===== src/rtl/vga_pkg.sv =====
// rtl/vga_pkg.sv - shared VGA timing constants, colour type and helpers
//
// Contents:
//   VGA_* timing defaults for 640x480@60 Hz with a 25 MHz pixel clock
//   VGA_PIPE_DELAY  default sync/blank delay, which matches the PPU colour latency
//   rgb_t           6-bit colour {R1,R0,G1,G0,B1,B0}
//   VGA_FG_COLOUR / VGA_BG_COLOUR  colours shown for colour_in = 1 / 0
//   vga_total()     total period of one axis (visible + front + sync + back)

package vga_pkg;

    localparam int CNT_W          = 10;

    localparam int VGA_H_VISIBLE  = 640;
    localparam int VGA_H_FRONT    = 16;
    localparam int VGA_H_SYNC     = 96;
    localparam int VGA_H_BACK     = 48;

    localparam int VGA_V_VISIBLE  = 480;
    localparam int VGA_V_FRONT    = 10;
    localparam int VGA_V_SYNC     = 2;
    localparam int VGA_V_BACK     = 33;

    localparam int VGA_PIPE_DELAY = 3;

    typedef logic [5:0] rgb_t;

    localparam rgb_t VGA_FG_COLOUR = 6'b111111;
    localparam rgb_t VGA_BG_COLOUR = 6'b000000;

    function automatic int vga_total(input int visible, input int front,
                                     input int sync, input int back);
        return visible + front + sync + back;
    endfunction

    localparam int VGA_H_TOTAL = vga_total(VGA_H_VISIBLE, VGA_H_FRONT, VGA_H_SYNC, VGA_H_BACK);
    localparam int VGA_V_TOTAL = vga_total(VGA_V_VISIBLE, VGA_V_FRONT, VGA_V_SYNC, VGA_V_BACK);

endpackage


===== src/rtl/sync_delay_line.sv =====
// rtl/sync_delay_line.sv - fixed-depth shift register for sync/blank alignment
//
// Parameters:
//   WIDTH  bits carried per stage
//   DEPTH  number of register stages (>= 1)
// Ports:
//   clk          pixel clock
//   reset        synchronous, active-low; every stage loads reset_value
//   reset_value  value held by all stages while in reset (the idle pattern)
//   din          raw bits entering the line
//   dout         last stage (din delayed by DEPTH cycles)
//   dout_next    value dout will take on the next edge; lets a downstream
//                register line up with dout after its own one-cycle latency

module sync_delay_line #(
    parameter int WIDTH = 3,
    parameter int DEPTH = 3
) (
    input  logic             clk,
    input  logic             reset,
    input  logic [WIDTH-1:0] reset_value,
    input  logic [WIDTH-1:0] din,
    output logic [WIDTH-1:0] dout,
    output logic [WIDTH-1:0] dout_next
);

    logic [WIDTH-1:0] stage [DEPTH];

    always_ff @(posedge clk) begin
        if (!reset) begin
            for (int i = 0; i < DEPTH; i++) begin
                stage[i] <= reset_value;
            end
        end else begin
            stage[0] <= din;
            for (int i = 1; i < DEPTH; i++) begin
                stage[i] <= stage[i-1];
            end
        end
    end

    assign dout = stage[DEPTH-1];

    generate
        if (DEPTH == 1) begin : g_single
            assign dout_next = din;
        end else begin : g_multi
            assign dout_next = stage[DEPTH-2];
        end
    endgenerate

endmodule


===== src/rtl/vga_timing_controller.sv =====
// rtl/vga_timing_controller.sv - 640x480@60 Hz VGA timing generator with delayed sync
//
// Optional feature macro: VGA_TEST_PATTERN_EN (adds test_mode and colour bars)
//
// Ports:
//   clk          pixel clock, 25 MHz
//   reset        synchronous, active-low
//   colour_in    pixel from the PPU (0 black, 1 white)
//   test_mode    only with VGA_TEST_PATTERN_EN: 1 replaces colour_in by bars
//   counter_H    horizontal position 0..H_TOTAL-1 (undelayed, feeds the PPU)
//   counter_V    vertical position 0..V_TOTAL-1 (undelayed, feeds the PPU)
//   hsync        horizontal sync, active-low, delayed by PIPE_DELAY
//   vsync        vertical sync, active-low, delayed by PIPE_DELAY
//   display_on   visible-area flag, delayed by PIPE_DELAY
//   rgb          {R1,R0,G1,G0,B1,B0}, zero outside the visible area
//   frame_start  one-cycle pulse while the counters sit at (0,0)
//   frame_count  completed frames, wraps 255 -> 0

module vga_timing_controller
    import vga_pkg::*;
#(
    parameter int   H_VISIBLE  = VGA_H_VISIBLE,
    parameter int   H_FRONT    = VGA_H_FRONT,
    parameter int   H_SYNC     = VGA_H_SYNC,
    parameter int   H_BACK     = VGA_H_BACK,
    parameter int   V_VISIBLE  = VGA_V_VISIBLE,
    parameter int   V_FRONT    = VGA_V_FRONT,
    parameter int   V_SYNC     = VGA_V_SYNC,
    parameter int   V_BACK     = VGA_V_BACK,
    parameter int   PIPE_DELAY = VGA_PIPE_DELAY,
    parameter rgb_t FG_COLOUR  = VGA_FG_COLOUR,
    parameter rgb_t BG_COLOUR  = VGA_BG_COLOUR
) (
    input  logic             clk,
    input  logic             reset,
    input  logic             colour_in,
`ifdef VGA_TEST_PATTERN_EN
    input  logic             test_mode,
`endif
    output logic [CNT_W-1:0] counter_H,
    output logic [CNT_W-1:0] counter_V,
    output logic             hsync,
    output logic             vsync,
    output logic             display_on,
    output logic [5:0]       rgb,
    output logic             frame_start,
    output logic [7:0]       frame_count
);

    localparam int H_TOTAL = vga_total(H_VISIBLE, H_FRONT, H_SYNC, H_BACK);
    localparam int V_TOTAL = vga_total(V_VISIBLE, V_FRONT, V_SYNC, V_BACK);

    localparam logic [CNT_W-1:0] H_LAST    = 10'(H_TOTAL - 1);
    localparam logic [CNT_W-1:0] V_LAST    = 10'(V_TOTAL - 1);
    localparam logic [CNT_W-1:0] H_VIS     = 10'(H_VISIBLE);
    localparam logic [CNT_W-1:0] V_VIS     = 10'(V_VISIBLE);
    localparam logic [CNT_W-1:0] HS_START  = 10'(H_VISIBLE + H_FRONT);
    localparam logic [CNT_W-1:0] HS_END    = 10'(H_VISIBLE + H_FRONT + H_SYNC);
    localparam logic [CNT_W-1:0] VS_START  = 10'(V_VISIBLE + V_FRONT);
    localparam logic [CNT_W-1:0] VS_END    = 10'(V_VISIBLE + V_FRONT + V_SYNC);

    // Delay-line bit layout: [2]=hsync, [1]=vsync, [0]=active; the test
    // pattern build appends the three bar bits (counter_H[9:7]) above them.
`ifdef VGA_TEST_PATTERN_EN
    localparam int               DL_W    = 6;
    localparam logic [DL_W-1:0]  DL_IDLE = 6'b000_110;
`else
    localparam int               DL_W    = 3;
    localparam logic [DL_W-1:0]  DL_IDLE = 3'b110;
`endif

    logic            h_wrap;
    logic            v_wrap;
    logic            hs_raw;
    logic            vs_raw;
    logic            act_raw;
    logic [DL_W-1:0] dl_in;
    logic [DL_W-1:0] dl_out;
    logic [DL_W-1:0] dl_next;
    rgb_t            rgb_next;
    logic            unused_tap;

    // ------------------------------------------------------------------
    // Free-running pixel counters; they never stop in blanking.
    // ------------------------------------------------------------------
    assign h_wrap = (counter_H == H_LAST);
    assign v_wrap = (counter_V == V_LAST);

    always_ff @(posedge clk) begin
        if (!reset) begin
            counter_H   <= '0;
            counter_V   <= '0;
            frame_count <= '0;
        end else begin
            if (h_wrap) begin
                counter_H <= '0;
                if (v_wrap) begin
                    counter_V   <= '0;
                    frame_count <= frame_count + 8'd1;
                end else begin
                    counter_V <= counter_V + 10'd1;
                end
            end else begin
                counter_H <= counter_H + 10'd1;
            end
        end
    end

    // Gated by reset so the pulse appears only once counting is enabled.
    assign frame_start = (counter_H == '0) && (counter_V == '0) && reset;

    // ------------------------------------------------------------------
    // Raw sync/active decode from the registered counters.
    // ------------------------------------------------------------------
    assign hs_raw  = !((counter_H >= HS_START) && (counter_H < HS_END));
    assign vs_raw  = !((counter_V >= VS_START) && (counter_V < VS_END));
    assign act_raw = (counter_H < H_VIS) && (counter_V < V_VIS);

`ifdef VGA_TEST_PATTERN_EN
    assign dl_in = {counter_H[9:7], hs_raw, vs_raw, act_raw};
`else
    assign dl_in = {hs_raw, vs_raw, act_raw};
`endif

    sync_delay_line #(
        .WIDTH (DL_W),
        .DEPTH (PIPE_DELAY)
    ) u_sync_delay_line (
        .clk         (clk),
        .reset       (reset),
        .reset_value (DL_IDLE),
        .din         (dl_in),
        .dout        (dl_out),
        .dout_next   (dl_next)
    );

    assign hsync      = dl_out[2];
    assign vsync      = dl_out[1];
    assign display_on = dl_out[0];

    // Only the active/bar bits of the look-ahead tap feed the rgb register.
`ifdef VGA_TEST_PATTERN_EN
    assign unused_tap = &{1'b0, dl_next[2:1], dl_out[5:3]};
`else
    assign unused_tap = &{1'b0, dl_next[2:1]};
`endif

    // ------------------------------------------------------------------
    // Colour register. It is gated with the value display_on takes on the
    // same edge, so rgb and display_on switch together.
    // ------------------------------------------------------------------
    always_comb begin
        rgb_next = '0;
        if (dl_next[0]) begin
`ifdef VGA_TEST_PATTERN_EN
            if (test_mode) begin
                rgb_next = {{2{dl_next[5]}}, {2{dl_next[4]}}, {2{dl_next[3]}}};
            end else begin
                rgb_next = colour_in ? FG_COLOUR : BG_COLOUR;
            end
`else
            rgb_next = colour_in ? FG_COLOUR : BG_COLOUR;
`endif
        end
    end

    always_ff @(posedge clk) begin
        if (!reset) begin
            rgb <= '0;
        end else begin
            rgb <= rgb_next;
        end
    end

endmodule


===== config.mk =====
export PLATFORM = sky130hd
export DESIGN_NAME = vga_timing_controller
export DESIGN_NICKNAME = d
export VERILOG_FILES = /design/src/rtl/vga_pkg.sv /design/src/rtl/sync_delay_line.sv /design/src/rtl/vga_timing_controller.sv
export SDC_FILE = /design/constraint.sdc
export NUM_CORES = 1
export LEC_CHECK = 0
export ABC_AREA = 1
export CORE_ASPECT_RATIO = 0.8
export CORE_MARGIN = 3
export CORE_UTILIZATION = 51
export DETAILED_ROUTE_END_ITERATION = 6
export PLACE_DENSITY = 0.84
export SETUP_SLACK_MARGIN = 0.02
export SYNTH_ARGS = -nofsm -noshare
export SYNTH_HDL_FRONTEND = slang
export SYNTH_SLANG_ARGS = --single-unit

===== constraint.sdc =====
create_clock -name clk -period 2.14 [get_ports clk]
set_clock_uncertainty 0.2 [all_clocks]
set_input_delay 0.428 -clock clk [delete_from_list [all_inputs] [get_ports clk]]
set_output_delay 0.428 -clock clk [all_outputs]
set_load 0.02 [all_outputs]

Fig. 1: wiring heat map
The die is cut into 15 by 12 equal tiles; dark blue is low, red is high, scaled to the fullest tile. Values are wire area over tile area, all layers added.
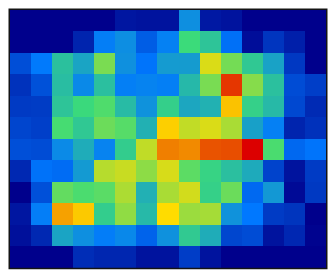
fullest tile: 0.67
tiles over half the peak: 22%
densest ninth of the die: middle
nearly empty tiles: 14%
Total GRT Usage: 0.273
final WL: 5740 um

Fig. 2: placement view
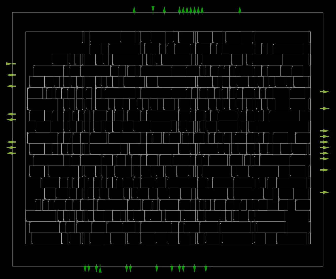
Seq cells: 38
Final Core Density: 0.782
Tapcell Cnt: 52
Seq area share: 0.272
Core Box Area: 3590 um^2

==> metrics.yaml <==
post-route-period-util: 0.996
antenna_found_initial: 0
powerDensity_nw_per_um2: 465
pin_count: 41
holdPathStages: 1
final_nets: 376
synth_cells: 289
drc: 0
crit_top_cell: "buf_4"
synthMuxAreaShare: 0
xor_area_frac: 0.0176
fin_crit_ps: 2130
warnings: 31
cp_slowest_stage_delay_ps: 340
dp_hpwl_um: 3860
num_vias: 2152
finalHoldViolCount: 0
cp-start-kind: "flip-flop"
grtUsageMet2: 0.428
clkLatencyLatePin_ps: 290
clock-sinks: 38
synth.largest_area_cell: "dfxtp_1"
crit_buf_inv: 8
yosys_register_bits: 38
p_leak_uw: 0.00125
worst-slew-pin-transition_ps: 546
maxSlewViolCount: 0
r2r-start: "counter_V[0]"
grt_setup_unrepaired: "yes"
grt_overflow: 0
grt_max_degree: 14
r2r_cells: 16
antenna_cells: 0
clk_pin_slew_ps: 80
ant_nets: 0
n_fill_cell: 258
htreeDepth: 2
slowest_stage: "dfxtp_2"
synth_nets: 298
die_area_um2: 4680
avgSynthCellArea_um2: 6.87
drive_above_1_share: 0.219
drtPass1Iterations: 4
clk_path_buf_depth: 2
synthAoiAreaFrac: 0.0725
gp_congestion: 0.916
path_max_fanout: 3
min_from: "u_sync_delay_line.stage[0][2]"
portBuffers: 40
yosysCellCount: 289
grt_pass1_vias: 2138
area_leaders: "dfxtp_1 38%, nand2_1 14%, inv_1 7.6%"
logic_family: "simple AND/OR/NAND/NOR gates"
cp.arrival_ps: 2120
worstPathRequired_ps: 2130
cts_tree: "built"
drt_iter0_drc: 209
synthSimpleGateAreaFrac: 0.379
area_growth_pct: 41.4
cp_cell_sequence: "inv_2 -> ha_4 -> inv_2 -> nor2_4 -> buf_4 -> buf_4 -> buf_4 -> buf_4 -> buf_4 -> nand3_1 -> nor2_2 -> nand2_2 -> nand2_4 -> nand2_1 -> nand2_1 -> inv_1"
reg2reg_slack_ps: 8
ys_warn_count: 0
viasPerCell: 5.15
grt_use_met1: 0.352
core.rowCount: 19
stdcell_count: 418
grt_first_pass_wirelength_um: 9600
worst_setup_path_end_kind: "flip-flop"
path_delay_family: "simple AND/OR/NAND/NOR gates"
hold-path-endpoint: "u_sync_delay_line.stage[0][5]"
synth-seq-area-share: 0.383
fmax_mhz: 469
postCtsHoldBufs: 0
root_buffer: "clkbuf_8"
status: "complete, no violations"
synthesis.area_um2: 1990
ys_sh_adder: 0.0378
drv_cap: 0
ys_area_um2: 1990
max-slew-margin-rel: 0.633
synth.distinct_cells: 29
grt-busiest-layer: "met2"
numCtsBuffers: 5
top_area_frac: 0.383
setup_viol: 0
fp-utilization: 0.553
reg2reg_to: "frame_count[4]"
use_met3: 0.0611
numPlacedInstances: 400
wl_per_cell_um: 13.7
worstSetupPathType: "reg -> reg"
hp-class: "reg -> reg"
Fig. 3: power grid
The bar under the picture is 20 um long. Pins as bars on the die edge. Tap cells in gray.
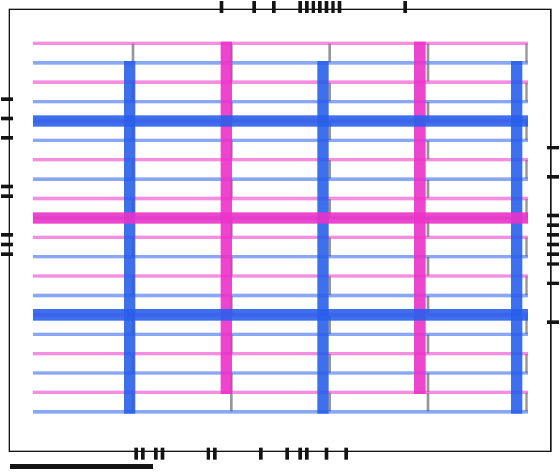
| color | net |
|---|---|
| magenta | VDD |
| blue | VSS |
met5 straps: 3
met4 straps: 5
met1 rails: 20
tap cells: 52
signal pins: 41
VDD IR max: 0.000369 V
Chip Width: 75.8 um
Die Span Y: 61.8 um

-- logic make-up (layout without fill, tap and decap cells) --
logic type      after synthesis  after routing
flops                        38             38
compound gates               26             26
xor+xnor                      4              4
simple gates                165            165
buf+inv                      50            127
fa+ha+maj                     6              6
-- layout make-up --
class	instances	area, um^2	area share
multi-input cells	201	1040	0.372
well taps	52	65.1	0.0232
inverters	42	163	0.0579
flip-flops and latches	38	763	0.272
clock buffers	6	82.6	0.0294
repair buffers	79	689	0.246
-- worst max path at each step --
stage	to	cells after the start	start	slack (ps)
2_1_floorplan	frame_start	6	counter_V[0]	190
3_3_place_gp	frame_start	6	reset	-470
3_5_place_dp	frame_start	6	reset	-490
4_1_cts	frame_start	7	counter_V[1]	-20
5_1_grt	frame_count[4]	16	counter_V[0]	-100
6_report	frame_count[4]	16	counter_V[0]	8
-- per-stage QoR --
step                      setup slack [ps]  TNS (ps)  cell area, um^2  hold slack (ps)  total power, uW
after floorplan                        193         0             1990              190              782
after global placement                -474      -474             2600              193              822
after detailed placement              -494      -494             2600              199              824
after CTS                            -23.1     -23.1             2780              216             1310
after global routing                 -98.4      -220             2810              234             1360
final                                 8.18         0             2810              217             1310
-- synthesized netlist by cell type, drive strengths merged --
cell / count
nor2: 44
nand3: 21
or2: 4
o21ai: 10
a211oi: 1
inv: 41
dfxtp: 38
clkbuf: 2
nor3: 7
xor2: 4
o2111ai: 2
ha: 6
nand2: 78
nand4: 5
clkinv: 1
a21oi: 13
buf: 6
nor3b: 2
nor4: 2
nand3b: 2
-- per-layer routing --
metal / wire, um / share of wire / vias to the layer above
met5: 0 / 0 / -
met4: 206 / 0.036 / 0
met3: 421 / 0.073 / 27
met2: 2650 / 0.46 / 106
met1: 2460 / 0.43 / 959
li1: - / - / 1060
-- sequential cells by signal, summed over array words and instances, names as in the netlist --
| signal | count |
|---|---|
| frame_count | 8 |
| u_sync_delay_line.stage | 9 |
| counter_V | 10 |
| counter_H | 10 |
| rgb | 1 |
-- placed cells by master, fill, tap and decap left out, types with 3 or more instances in the layout --
master / n
nor3_1: 7
nor2_2: 8
dfxtp_1: 36
buf_4: 40
inv_2: 5
clkbuf_8: 6
clkdlybuf4s50_1: 38
xor2_1: 4
ha_1: 5
or2_2: 4
nand2_2: 5
o21ai_0: 6
nor2_4: 3
nand2_1: 71
nand4_1: 5
o21ai_1: 4
nor2_1: 33
a21oi_1: 12
nand3_1: 20
inv_1: 36
-- repair_timing --
action                                 4_1_cts  5_1_grt
setup endpoints to repair                    1        6
resized                                     17        4
endpoints found under the hold margin        0        0
pin swaps                                    4        5
buffers inserted                            10        2
-- report_power, final --
part | internal, uW | switching, uW | leakage, uW | total [uW]
logic | 46.4 | 53.6 | 0.000893 | 100
registers | 715 | 4.09 | 0.000309 | 719
clock network | 248 | 239 | 0.0000431 | 487
Power figures rest on the tool's default switching activity, not on a simulated workload.
